===== src/rtl/send_cam_if.sv =====
// send_cam_if: upstream pixel stream into the DVP sender.
// pixel_data/pixel_valid from master, pixel_ready from slave.
interface send_cam_if;
    logic [15:0] pixel_data;
    logic        pixel_valid;
    logic        pixel_ready;

    modport master (
        output pixel_data,
        output pixel_valid,
        input  pixel_ready
    );

    modport slave (
        input  pixel_data,
        input  pixel_valid,
        output pixel_ready
    );
endinterface


===== src/rtl/send_cam.sv =====
// send_cam: DVP camera-bus frame generator (RGB565, 2 bytes/pixel).
// Ports: cmos_pclk/rst, tx_en, pat_en, pix (pixel stream slave),
// cmos_data/href/vsyn (registered DVP bus), frame_done, underflow, busy.
module send_cam #(
    parameter int H_ACT   = 640,
    parameter int V_ACT   = 480,
    parameter int H_BLANK = 144,
    parameter int VSYN_W  = 16,
    parameter int V_BACK  = 32,
    parameter int V_FRONT = 16
) (
    input  logic         cmos_pclk,
    input  logic         rst,
    input  logic         tx_en,
    input  logic         pat_en,
    send_cam_if.slave    pix,
    output logic [7:0]   cmos_data,
    output logic         cmos_href,
    output logic         cmos_vsyn,
    output logic         frame_done,
    output logic         underflow,
    output logic         busy
);
    localparam int M1   = (VSYN_W > V_BACK) ? VSYN_W : V_BACK;
    localparam int M2   = (H_BLANK > V_FRONT) ? H_BLANK : V_FRONT;
    localparam int CMAX = (M1 > M2) ? M1 : M2;
    localparam int CW   = $clog2(CMAX + 1);
    localparam int PW   = $clog2(H_ACT + 1);
    localparam int LW   = $clog2(V_ACT + 1);

    localparam logic [2:0] S_IDLE   = 3'd0;
    localparam logic [2:0] S_VSYNC  = 3'd1;
    localparam logic [2:0] S_VBACK  = 3'd2;
    localparam logic [2:0] S_LINE   = 3'd3;
    localparam logic [2:0] S_HBLANK = 3'd4;
    localparam logic [2:0] S_VFRONT = 3'd5;

    logic [2:0]    state, state_n;
    logic [CW-1:0] cnt, cnt_n;
    logic [PW-1:0] pix_cnt, pix_n;
    logic [LW-1:0] line_cnt, line_n;
    logic          lo, lo_n;
    logic          pat_lat, pat_n;
    logic [7:0]    pix_lo;
    logic [15:0]   val;
    logic          load;

    // lo=1 marks the low-byte cycle of the current pixel
    always_comb begin
        state_n = state;
        cnt_n   = cnt;
        pix_n   = pix_cnt;
        line_n  = line_cnt;
        lo_n    = lo;
        pat_n   = pat_lat;
        unique case (state)
            S_IDLE: begin
                if (tx_en) begin
                    state_n = S_VSYNC;
                    cnt_n   = '0;
                    pat_n   = pat_en;
                end
            end
            S_VSYNC: begin
                cnt_n = cnt + 1'b1;
                if (cnt == CW'(VSYN_W - 1)) begin
                    state_n = S_VBACK;
                    cnt_n   = '0;
                end
            end
            S_VBACK: begin
                cnt_n = cnt + 1'b1;
                if (cnt == CW'(V_BACK - 1)) begin
                    state_n = S_LINE;
                    pix_n   = '0;
                    line_n  = '0;
                    lo_n    = 1'b0;
                end
            end
            S_LINE: begin
                if (!lo) begin
                    lo_n = 1'b1;
                end else if (pix_cnt != PW'(H_ACT - 1)) begin
                    pix_n = pix_cnt + 1'b1;
                    lo_n  = 1'b0;
                end else begin
                    cnt_n = '0;
                    lo_n  = 1'b0;
                    if (line_cnt == LW'(V_ACT - 1)) begin
                        state_n = S_VFRONT;
                    end else begin
                        state_n = S_HBLANK;
                        line_n  = line_cnt + 1'b1;
                    end
                end
            end
            S_HBLANK: begin
                cnt_n = cnt + 1'b1;
                if (cnt == CW'(H_BLANK - 1)) begin
                    state_n = S_LINE;
                    pix_n   = '0;
                    lo_n    = 1'b0;
                end
            end
            S_VFRONT: begin
                cnt_n = cnt + 1'b1;
                if (cnt == CW'(V_FRONT - 1)) begin
                    cnt_n  = '0;
                    line_n = '0;
                    if (tx_en) begin
                        state_n = S_VSYNC;
                        pat_n   = pat_en;
                    end else begin
                        state_n = S_IDLE;
                    end
                end
            end
            default: state_n = S_IDLE;
        endcase
    end

    // Ready in the cycle before every high-byte cycle; never stalls.
    assign pix.pixel_ready = !pat_lat && (
        (state == S_VBACK && cnt == CW'(V_BACK - 1)) ||
        (state == S_HBLANK && cnt == CW'(H_BLANK - 1)) ||
        (state == S_LINE && lo && pix_cnt != PW'(H_ACT - 1)));

    assign frame_done = (state == S_VFRONT) &&
                        (cnt == CW'(V_FRONT - 1));
    assign busy = (state != S_IDLE);

    // Pattern uses the indices of the pixel about to be sent
    always_comb begin
        if (pat_lat)
            val = {8'(line_n), 8'(pix_n)};
        else if (pix.pixel_valid)
            val = pix.pixel_data;
        else
            val = 16'h0000;
    end

    assign load = (state_n == S_LINE) && !lo_n;

    always_ff @(posedge cmos_pclk) begin
        if (rst) begin
            state     <= S_IDLE;
            cnt       <= '0;
            pix_cnt   <= '0;
            line_cnt  <= '0;
            lo        <= 1'b0;
            pat_lat   <= 1'b0;
            pix_lo    <= 8'h00;
            cmos_data <= 8'h00;
            cmos_href <= 1'b0;
            cmos_vsyn <= 1'b0;
            underflow <= 1'b0;
        end else begin
            state     <= state_n;
            cnt       <= cnt_n;
            pix_cnt   <= pix_n;
            line_cnt  <= line_n;
            lo        <= lo_n;
            pat_lat   <= pat_n;
            cmos_vsyn <= (state_n == S_VSYNC);
            cmos_href <= (state_n == S_LINE);
            if (load) begin
                cmos_data <= val[15:8];
                pix_lo    <= val[7:0];
            end else if (state_n == S_LINE) begin
                cmos_data <= pix_lo;
            end else begin
                cmos_data <= 8'h00;
            end
            if (pix.pixel_ready && !pix.pixel_valid)
                underflow <= 1'b1;
        end
    end
endmodule

===== src/flat_wrapper.sv =====
// flat-port wrapper written by rule: the top's interface ports become plain ports
module send_cam_flat 
#(
    parameter int H_ACT   = 640,
    parameter int V_ACT   = 480,
    parameter int H_BLANK = 144,
    parameter int VSYN_W  = 16,
    parameter int V_BACK  = 32,
    parameter int V_FRONT = 16
)
  (cmos_pclk, rst, tx_en, pat_en, cmos_data, cmos_href, cmos_vsyn, frame_done, underflow, busy, pix_pixel_data, pix_pixel_valid, pix_pixel_ready);
  send_cam_if pix_i ();
  input  logic cmos_pclk;
  input  logic rst;
  input  logic tx_en;
  input  logic pat_en;
  output logic [7:0] cmos_data;
  output logic cmos_href;
  output logic cmos_vsyn;
  output logic frame_done;
  output logic underflow;
  output logic busy;
  input wire logic [$bits(pix_i.pixel_data)-1:0] pix_pixel_data;
  input wire logic [$bits(pix_i.pixel_valid)-1:0] pix_pixel_valid;
  output wire logic [$bits(pix_i.pixel_ready)-1:0] pix_pixel_ready;
  assign pix_i.pixel_data = pix_pixel_data;
  assign pix_i.pixel_valid = pix_pixel_valid;
  assign pix_pixel_ready = pix_i.pixel_ready;
  send_cam #(.H_ACT(H_ACT), .V_ACT(V_ACT), .H_BLANK(H_BLANK), .VSYN_W(VSYN_W), .V_BACK(V_BACK), .V_FRONT(V_FRONT)) u_core (.cmos_pclk(cmos_pclk), .rst(rst), .tx_en(tx_en), .pat_en(pat_en), .pix(pix_i), .cmos_data(cmos_data), .cmos_href(cmos_href), .cmos_vsyn(cmos_vsyn), .frame_done(frame_done), .underflow(underflow), .busy(busy));
endmodule

===== config.mk =====
export PLATFORM = sky130hd
export DESIGN_NAME = send_cam_flat
export DESIGN_NICKNAME = d
export VERILOG_FILES = /design/src/rtl/send_cam_if.sv /design/src/rtl/send_cam.sv /design/src/flat_wrapper.sv
export SDC_FILE = /design/constraint.sdc
export NUM_CORES = 1
export LEC_CHECK = 0
export ABC_AREA = 0
export CAP_MARGIN = 30
export CORE_MARGIN = 1
export CORE_UTILIZATION = 40
export CTS_BUF_LIST = sky130_fd_sc_hd__clkbuf_16
export CTS_CLUSTER_DIAMETER = 200
export DETAILED_ROUTE_END_ITERATION = 10
export PLACE_DENSITY_LB_ADDON = 0.25
export SLEW_MARGIN = 25
export SYNTH_ARGS = -nofsm -noshare
export SYNTH_HDL_FRONTEND = slang
export SYNTH_SLANG_ARGS = --single-unit

===== constraint.sdc =====
create_clock -name cmos_pclk -period 2.5 [get_ports cmos_pclk]
set_clock_uncertainty 0.2 [all_clocks]
set_input_delay 0.75 -clock cmos_pclk [delete_from_list [all_inputs] [get_ports cmos_pclk]]
set_output_delay 0.75 -clock cmos_pclk [all_outputs]
set_load 0.01 [all_outputs]

==> Changelog: implementation <==
### Physical design

* Status: finished, violations left
* Failing checks: negative setup slack
* Tightest Hold Check Type: flop to flop
* Final core occ at slightly below 60%
* Cell Pwr Density at about 400 nW/um^2
* Rel. slew slack at 71.6%
* Vias in the first global route at 2900
* Sequential share of the synthesized area at 34.6%
* Reg clk slew, reported paths at 70 ps
* Largest logic family: simple AND/OR/NAND/NOR gates
* Antenna violations before repair at 0
* Grt met3 use at 4.71%
* Commonest Layout Cell: buf_4
* Num ports at 35
* Synth top cell by count: dfxtp_1
* Number of logic gates at 289
* Startpoint type of the worst setup path: flop
* Yosys top cell by area: dfxtp_1
* Fin. max-slew vios at 0
* Yosys xor share at 3.26%
* Hold Path Origin: u_core.pix_lo[4]$_SDFFE_PP0P_
* CP max stage delay at 410 ps
* Placed cell count at 545
* Hold depth at 1
* Crit-path max FO at 2
* Layout cells sized above 1 at between 20% and 30%
* First-pass GRT wire length at ~14000 um
* Commonest cells in the netlist: 51 x dfxtp_1, 50 x nor2_1, 32 x nand2_1
* Worst r2r dst: u_core.cmos_data[2]$_SDFF_PP0_
* R2R Path Start: u_core.cnt[0]$_SDFFE_PP0P_
* Pre-CTS WS at -138 ps
* R2R setup slack at 80 ps
* Number of flip-flops in the largest register at 10
* Fraction of area in multi-input gates at a little under half
* Aggregate global routing overflow at 0
* Worst Setup Slack, final at -61.5 ps
* Tap Cells at roughly 96
* WHS Endpoint: u_core.cmos_data[4]$_SDFF_PP0_
* # nets final at approximately 480
* Ys cells at 369
* Post-route insts no fill at 554
* DR DRC count at 0
* WHS at 259 ps
* WP buf/inv at 1
* Fill count at ~640
* Final tally of setup violations at 1
kinds of logic (layout without fill, tap and decap cells):
group,Yosys count,after routing
compound gates,93,93
fa+ha+maj,3,3
flops,51,51
buf+inv,29,118
xor+xnor,11,11
mux,2,2
simple gates,180,180
timing repair:
item / 4_1_cts / 5_1_grt
buffers inserted: 1 / 0
pin swaps: 2 / 4
endpoints found under the hold margin: 0 / 0
endpoints found under the setup margin: 3 / 13
resized: 17 / 20
power breakdown:
part / total, mW / switching [mW] / internal [mW] / leakage, nW
sequential: 0.823 / 0.00473 / 0.818 / 0.415
combinational: 0.156 / 0.0772 / 0.0783 / 1.05
clock: 0.679 / 0.309 / 0.370 / 0.0716
total: 1.66 / 0.391 / 1.27 / 1.54
==> images/cell_classes.png <==
Bar = 20 um. Fill, decap, tap and diode cells in gray.
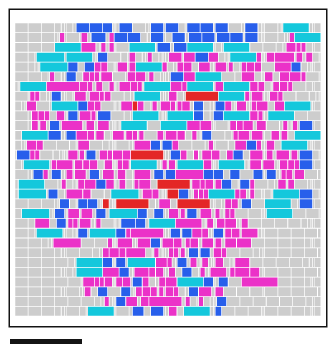
legend:
  blue:
    class: other buffers and delay cells
    cells: 104
    share_of_their_area: 22%
  cyan:
    class: flip-flops
    cells: 51
    share_of_their_area: 26%
  magenta:
    class: all other logic
    cells: 295
    share_of_their_area: 49%
  red:
    class: clock drivers and dummy loads
    cells: 8
    share_of_their_area: 3.6%

==> images/final_clocks.png <==
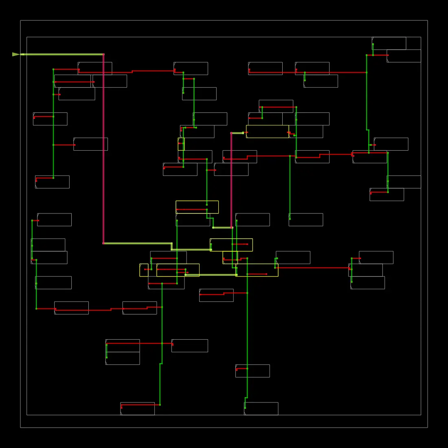
final-layout clock buffer total: 5
flop count: 51
CTS sink count: 51
Inserted Clock Buffers: 5
clock-net power: 679 uW

==> images/met2.png <==
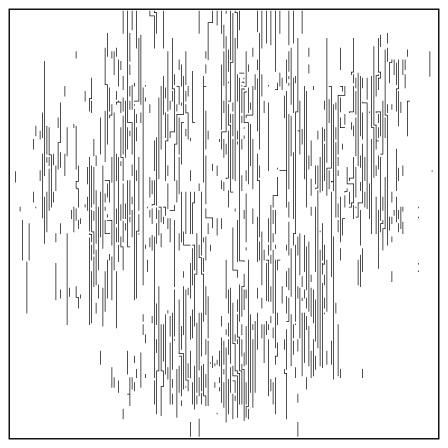
longest straight run: 40.5 um
wire length on this layer: 4160 um
main direction: vertical

==> images/gate_families.png <==
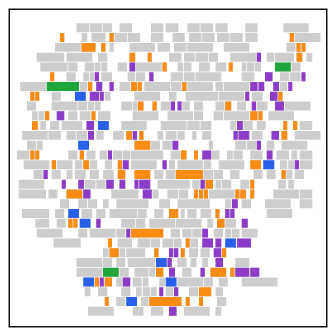
legend:
  purple:
    family: NAND gates
    cells: 70
  orange:
    family: NOR gates
    cells: 78
    where: widely spread
  blue:
    family: XOR/XNOR gates
    cells: 11
  green:
    family: adder and majority cells
    cells: 3

==> images/drive_strength.png <==
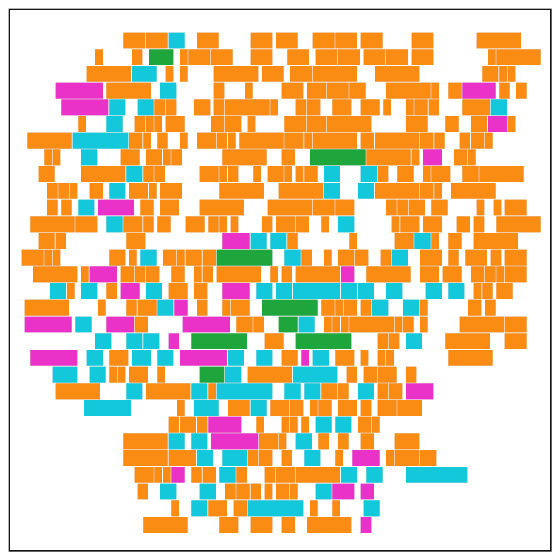
legend:
  magenta:
    size: drive 2
    cells: 27
  orange:
    size: drive 1 or less
    cells: 342
  green:
    size: drive 6 and up
    cells: 8
  cyan:
    size: drive 3 to 4
    cells: 81

No activity file was given, so power comes from the tool's default toggle rates.
